**Met1 routing**

Supply wires on this layer in grey.
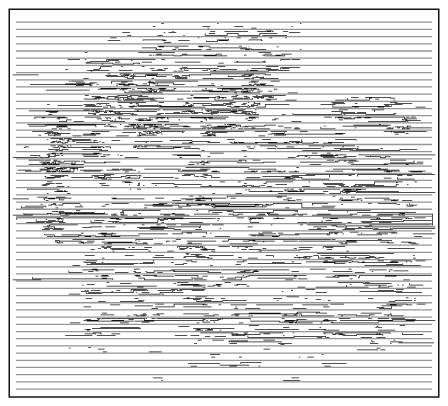
**Met2 routing**

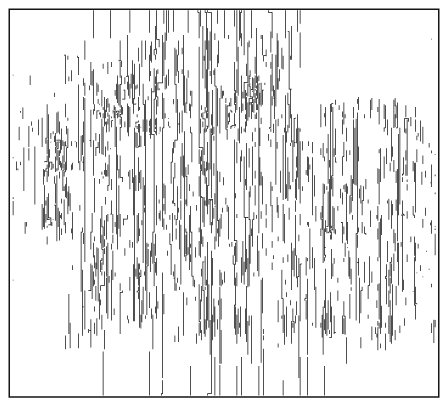
**Met3 routing**

The bar under the picture is 50 um long. Cells faint in the background.
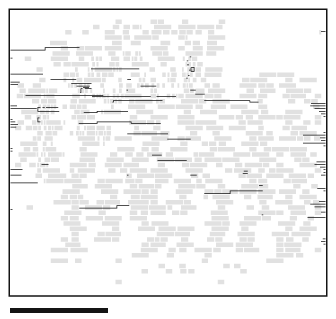
**Metal 4**

Supply wires on this layer in grey. Cells faint in the background.
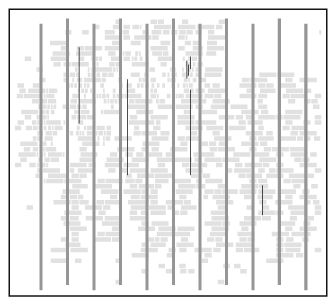
===== config.mk =====
export PLATFORM = sky130hd
export DESIGN_NAME = fetch_queue
export DESIGN_NICKNAME = d
export VERILOG_FILES = /design/src/rtl/fetch_queue_pkg.sv /design/src/rtl/fetch_fifo.sv /design/src/rtl/fetch_queue.sv
export SDC_FILE = /design/constraint.sdc
export NUM_CORES = 1
export LEC_CHECK = 0
export CAP_MARGIN = 40
export CORE_ASPECT_RATIO = 0.9
export CORE_MARGIN = 2
export CORE_UTILIZATION = 35
export CTS_BUF_LIST = sky130_fd_sc_hd__clkbuf_4 sky130_fd_sc_hd__clkbuf_8
export DETAILED_ROUTE_END_ITERATION = 16
export GPL_ROUTABILITY_DRIVEN = 0
export HOLD_SLACK_MARGIN = 0.02
export PLACE_DENSITY = 0.57
export SLEW_MARGIN = 30
export SYNTH_ARGS = -nofsm -noshare
export SYNTH_HDL_FRONTEND = slang
export SYNTH_SLANG_ARGS = --single-unit

===== constraint.sdc =====
create_clock -name clk_i -period 4.7 [get_ports clk_i]
set_input_delay 0.94 -clock clk_i [delete_from_list [all_inputs] [get_ports clk_i]]
set_output_delay 0.94 -clock clk_i [all_outputs]
set_load 0.05 [all_outputs]

===== src/rtl/fetch_queue_pkg.sv =====
// Shared types for the instruction prefetch queue: FSM states, queue entry, PC step.
package fetch_queue_pkg;
  localparam int PC_STEP    = 2;
  localparam int FQ_ADDR_W  = 16;
  localparam int FQ_INSTR_W = 16;

  typedef enum logic [1:0] {IDLE, WAIT, DROP, HALT} fetch_state_e;

  typedef struct packed {
    logic [FQ_ADDR_W-1:0]  pc;
    logic [FQ_INSTR_W-1:0] instr;
  } fq_entry_t;

  function automatic logic [15:0] sat_inc16(input logic [15:0] v);
    return (v == 16'hFFFF) ? v : v + 16'd1;
  endfunction
endpackage


===== src/rtl/fetch_fifo.sv =====
// DEPTH-entry FIFO of {pc, instr} with flush; head is read straight from storage.
module fetch_fifo
  import fetch_queue_pkg::*;
#(
  parameter int  DEPTH   = 4,
  parameter type entry_t = fq_entry_t,
  localparam int PW      = $clog2(DEPTH),
  localparam int CW      = PW + 1
) (
  input  logic          clk_i,
  input  logic          rst_ni,
  input  logic          push_i,
  input  entry_t        entry_i,
  input  logic          pop_i,
  input  logic          flush_i,
  output logic [CW-1:0] count_o,
  output entry_t        head_o
);
  entry_t          mem_q [DEPTH];
  logic [PW-1:0]   wr_ptr_q, rd_ptr_q;
  logic [CW-1:0]   count_q;

  always_ff @(posedge clk_i or negedge rst_ni) begin
    if (!rst_ni) begin
      for (int i = 0; i < DEPTH; i++) mem_q[i] <= '0;
      wr_ptr_q <= '0;
      rd_ptr_q <= '0;
      count_q  <= '0;
    end else if (flush_i) begin
      wr_ptr_q <= '0;
      rd_ptr_q <= '0;
      count_q  <= '0;
    end else begin
      if (push_i) begin
        mem_q[wr_ptr_q] <= entry_i;
        wr_ptr_q        <= wr_ptr_q + PW'(1);
      end
      if (pop_i) rd_ptr_q <= rd_ptr_q + PW'(1);
      count_q <= count_q + CW'(push_i) - CW'(pop_i);
    end
  end

  assign count_o = count_q;
  assign head_o  = mem_q[rd_ptr_q];
endmodule


===== src/rtl/fetch_queue.sv =====
// Prefetch stage: sequential req/ack fetches into a FIFO, flushed on redirect.
// Optional statistics outputs enabled by FETCH_QUEUE_STATS_EN.
module fetch_queue
  import fetch_queue_pkg::*;
#(
  parameter int DEPTH   = 4,
  parameter int ADDR_W  = 16,
  parameter int INSTR_W = 16
) (
  input  logic               clk_i,
  input  logic               rst_ni,
  input  logic               halt_sys_i,
  input  logic               redirect_i,
  input  logic [ADDR_W-1:0]  redirect_addr_i,
  output logic               imem_req_o,
  output logic [ADDR_W-1:0]  imem_addr_o,
  input  logic               imem_ack_i,
  input  logic [INSTR_W-1:0] imem_data_i,
  output logic               out_valid_o,
  output logic [INSTR_W-1:0] out_instr_o,
  output logic [ADDR_W-1:0]  out_pc_o,
  input  logic               out_ready_i
`ifdef FETCH_QUEUE_STATS_EN
  ,
  output logic [15:0]        flush_count_o,
  output logic [15:0]        empty_cycles_o
`endif
);
  localparam int CW = $clog2(DEPTH) + 1;

  typedef struct packed {
    logic [ADDR_W-1:0]  pc;
    logic [INSTR_W-1:0] instr;
  } entry_t;

  fetch_state_e      state_q;
  logic [ADDR_W-1:0] fetch_pc_q, imem_addr_q;
  logic              imem_req_q;
  logic [CW-1:0]     count, count_d;
  entry_t            head, push_entry;
  logic              redir, push, pop;
  logic [ADDR_W-1:0] pc_inc, redir_pc;

  assign redir      = redirect_i && (state_q != HALT);
  assign push       = (state_q == WAIT) && imem_ack_i && !redir;
  assign out_valid_o = (count != '0);
  assign pop        = out_valid_o && out_ready_i && !redir;
  assign count_d    = count + CW'(push) - CW'(pop);
  assign pc_inc     = fetch_pc_q + ADDR_W'(PC_STEP);
  assign redir_pc   = redirect_addr_i & ~ADDR_W'(1);
  assign push_entry = '{pc: fetch_pc_q, instr: imem_data_i};

  fetch_fifo #(.DEPTH(DEPTH), .entry_t(entry_t)) u_fifo (
    .clk_i   (clk_i),
    .rst_ni  (rst_ni),
    .push_i  (push),
    .entry_i (push_entry),
    .pop_i   (pop),
    .flush_i (redir),
    .count_o (count),
    .head_o  (head)
  );

  // Credit is taken at issue: a request only goes out while a slot is free,
  // and nothing else pushes while it is outstanding.
  always_ff @(posedge clk_i or negedge rst_ni) begin
    if (!rst_ni) begin
      state_q     <= IDLE;
      fetch_pc_q  <= '0;
      imem_req_q  <= 1'b0;
      imem_addr_q <= '0;
    end else begin
      case (state_q)
        IDLE: begin
          if (redir) fetch_pc_q <= redir_pc;
          else if (halt_sys_i) state_q <= HALT;
          else if (count < CW'(DEPTH)) begin
            imem_req_q  <= 1'b1;
            imem_addr_q <= fetch_pc_q;
            state_q     <= WAIT;
          end
        end
        WAIT: begin
          if (redir) begin
            fetch_pc_q <= redir_pc;
            if (imem_ack_i) begin
              imem_req_q <= 1'b0;
              state_q    <= IDLE;
            end else state_q <= DROP;
          end else if (imem_ack_i) begin
            fetch_pc_q <= pc_inc;
            if (!halt_sys_i && count_d < CW'(DEPTH)) imem_addr_q <= pc_inc;
            else begin
              imem_req_q <= 1'b0;
              state_q    <= halt_sys_i ? HALT : IDLE;
            end
          end
        end
        DROP: begin
          if (redir) fetch_pc_q <= redir_pc;
          if (imem_ack_i) begin
            imem_req_q <= 1'b0;
            state_q    <= IDLE;
          end
        end
        default: imem_req_q <= 1'b0;
      endcase
    end
  end

  assign imem_req_o  = imem_req_q;
  assign imem_addr_o = imem_addr_q;
  assign out_instr_o = head.instr;
  assign out_pc_o    = head.pc;

`ifdef FETCH_QUEUE_STATS_EN
  logic [15:0] flush_cnt_q, empty_cnt_q;
  always_ff @(posedge clk_i or negedge rst_ni) begin
    if (!rst_ni) begin
      flush_cnt_q <= '0;
      empty_cnt_q <= '0;
    end else if (state_q != HALT) begin
      if (redir && (count != '0 || state_q == WAIT || state_q == DROP))
        flush_cnt_q <= sat_inc16(flush_cnt_q);
      if (!out_valid_o) empty_cnt_q <= sat_inc16(empty_cnt_q);
    end
  end
  assign flush_count_o  = flush_cnt_q;
  assign empty_cycles_o = empty_cnt_q;
`endif
endmodule


==> results.txt <==
Min-delay worst type -> in -> async
Dominant cell area share -> 0.523
First DRT Iteration DRCs -> 231
Log Warnings -> 33
Setup TNS -> 0 ps
Layout filler cell count -> 2020
WL/cell -> 18.1 um
Max frequency -> 273 MHz
Setup crit end -> imem_addr_o[15]$_DFFE_PN0P_
Post-CTS sizing -> 0
Crit. Startpoint -> redirect_i
# port buffers -> 84
Status -> finished clean
Util after Layout -> 0.431
Register share after synthesis -> 0.523
Area contributors post-synth -> dfrtp_1 52%, mux2_2 19%, mux4_2 8.9%
Cell row count -> 51
Clock root cell -> clkbuf_8
Buf+Inv Stages, Crit Path -> 3
Leak -> 4.09 nW
# diodes -> 0
Grt ovf -> 0
WP data required -> 5040 ps
Worst-path maximum fanout -> 15
Setup slack, reg-to-reg -> 1320 ps
Max-cap violations -> 0
Share of cells above drive strength 1 -> 0.345
Final Hold Fails -> 0
Slew Limit Fails -> 0
Power per Cell Area -> 775 mW/mm^2
P&R area growth vs syn -> 19.8%
Chip area -> 0.0236 mm^2
Top-count cell post-synth -> dfrtp_1
Post-detail-place hpwl -> 11.5 mm
Maximum vdd drop -> 0.000467 V
Maximum root-to-sink buffer count -> 2
Ys Warns -> 0
Synth cell count leaders -> 164 x dfrtp_1, 131 x mux2_2, 31 x mux4_2, 26 x buf_2, 26 x nand2_1
Back to the opening pictures, 'met1 routing':
wire length on this layer = 8030 um
longest straight run = 45.5 um
main direction = horizontal
share of all routed wire = 47%
met1 GRT Util: 0.208
Routed WL: 17.3 mm
Via Count: 4876

Back to the opening pictures, 'met2 routing':
nets with wire on the layer = 640
share of all routed wire = 49%
wire length on this layer = 8420 um
longest straight run = 73.1 um
GR Layer Usage met2: 0.251

Back to the opening pictures, 'met3 routing':
main direction = horizontal
wire length on this layer = 654 um
nets with wire on the layer = 71
share of all routed wire = 3.8%
GR Util met3: 0.0313

Back to the opening pictures, 'metal 4':
wire length on this layer = 167 um
share of all routed wire = 0.96%

## layer usage
| layer | routed length, um | track usage | vias up |
|---|---|---|---|
| met4 | 166 | 0.0407 | 0 |
| met1 | 8030 | 0.208 | 2522 |
| met2 | 8420 | 0.251 | 121 |
| met3 | 653 | 0.0313 | 19 |
| met5 | 0 | 0 | - |
| li1 | - | - | 2214 |
## where the power goes
group | total (W) | internal [W] | switching (W)
sequential | 0.00250 | 0.00201 | 0.000488
combinational | 0.00372 | 0.00166 | 0.00207
clock | 0.00107 | 0.000502 | 0.000566
## sequential cells by signal, summed over array words and instances, names as in the netlist
register         count
u_fifo.rd_ptr_q      2
imem_addr_o         15
u_fifo.count_o       3
imem_req_o           1
u_fifo.wr_ptr_q      2
state_q              2
fetch_pc_q          15
u_fifo.mem_q       124
## stage by stage
step	hold slack (ps)	cells	total power, W
floorplan	474	577	0.00517
global placement	481	921	0.00617
detailed placement	488	922	0.00629
CTS	407	954	0.00737
global route	426	954	0.00773
finish	423	954	0.00729
## layout make-up
type / count / area, um^2 / share of cell area
Inverter: 13 / 48.8 / 0.00519
Clock buffer: 18 / 248 / 0.0263
Multi-Input combinational cell: 355 / 3490 / 0.371
Timing Repair Buffer: 99 / 987 / 0.105
Clock inverter: 14 / 165 / 0.0176
Tap cell: 291 / 364 / 0.0387
Sequential cell: 164 / 4110 / 0.436
## layout by cell type (no fill, tap or decap), types with 2 or more instances in the layout
master           Yosys  layout
inv_1               13      13
a2bb2oi_1            5       5
mux2i_1              4       4
a21oi_1             24      24
and4_1               2       2
nor2_1              17      17
clkbuf_8             0      18
and3_1               5       5
xor2_1               8       8
dfrtp_1            164     163
o22ai_1              5       5
mux2_2             131     131
or3_1                2       2
inv_6                0       5
nand4_1              5       5
clkdlybuf4s50_1      0      83
xnor2_1             10      10
a31oi_1              2       2
ha_1                11      11
mux2_4               9       9
nor2_2               2       2
nand3_1             15      15
conb_1               1       2
clkinv_4             0       4
nand2_1             26      26
mux4_2              31      31
nor3_1               3       2
or2_2                2       2
o21ai_0             16      16
bufinv_16            0       2
buf_4                2      13
clkinvlp_4           0       2
and2_1               3       3
## cell families after synthesis
| family | synth area share |
|---|---|
| xor+xnor | 0.0222 |
| fa+ha+maj | 0.0201 |
| compound gates | 0.0464 |
| buf+inv | 0.0338 |
| other cells | 0.000478 |
| mux | 0.299 |
| flops | 0.523 |
| simple gates | 0.0550 |
## worst reg2reg max path, stage by stage (launching register included)
cell and delay (ps):
dfrtp_1 430, or3_1 430, nand2_1 120, nor2_1 60, ha_1 280, inv_1 60, ha_1 130, inv_1 40
fa_1 390, xor2_2 210, mux2i_1 290, o22ai_2 120, o211ai_4 290, mux2_2 420
No activity file was given, so power comes from the tool's default toggle rates.
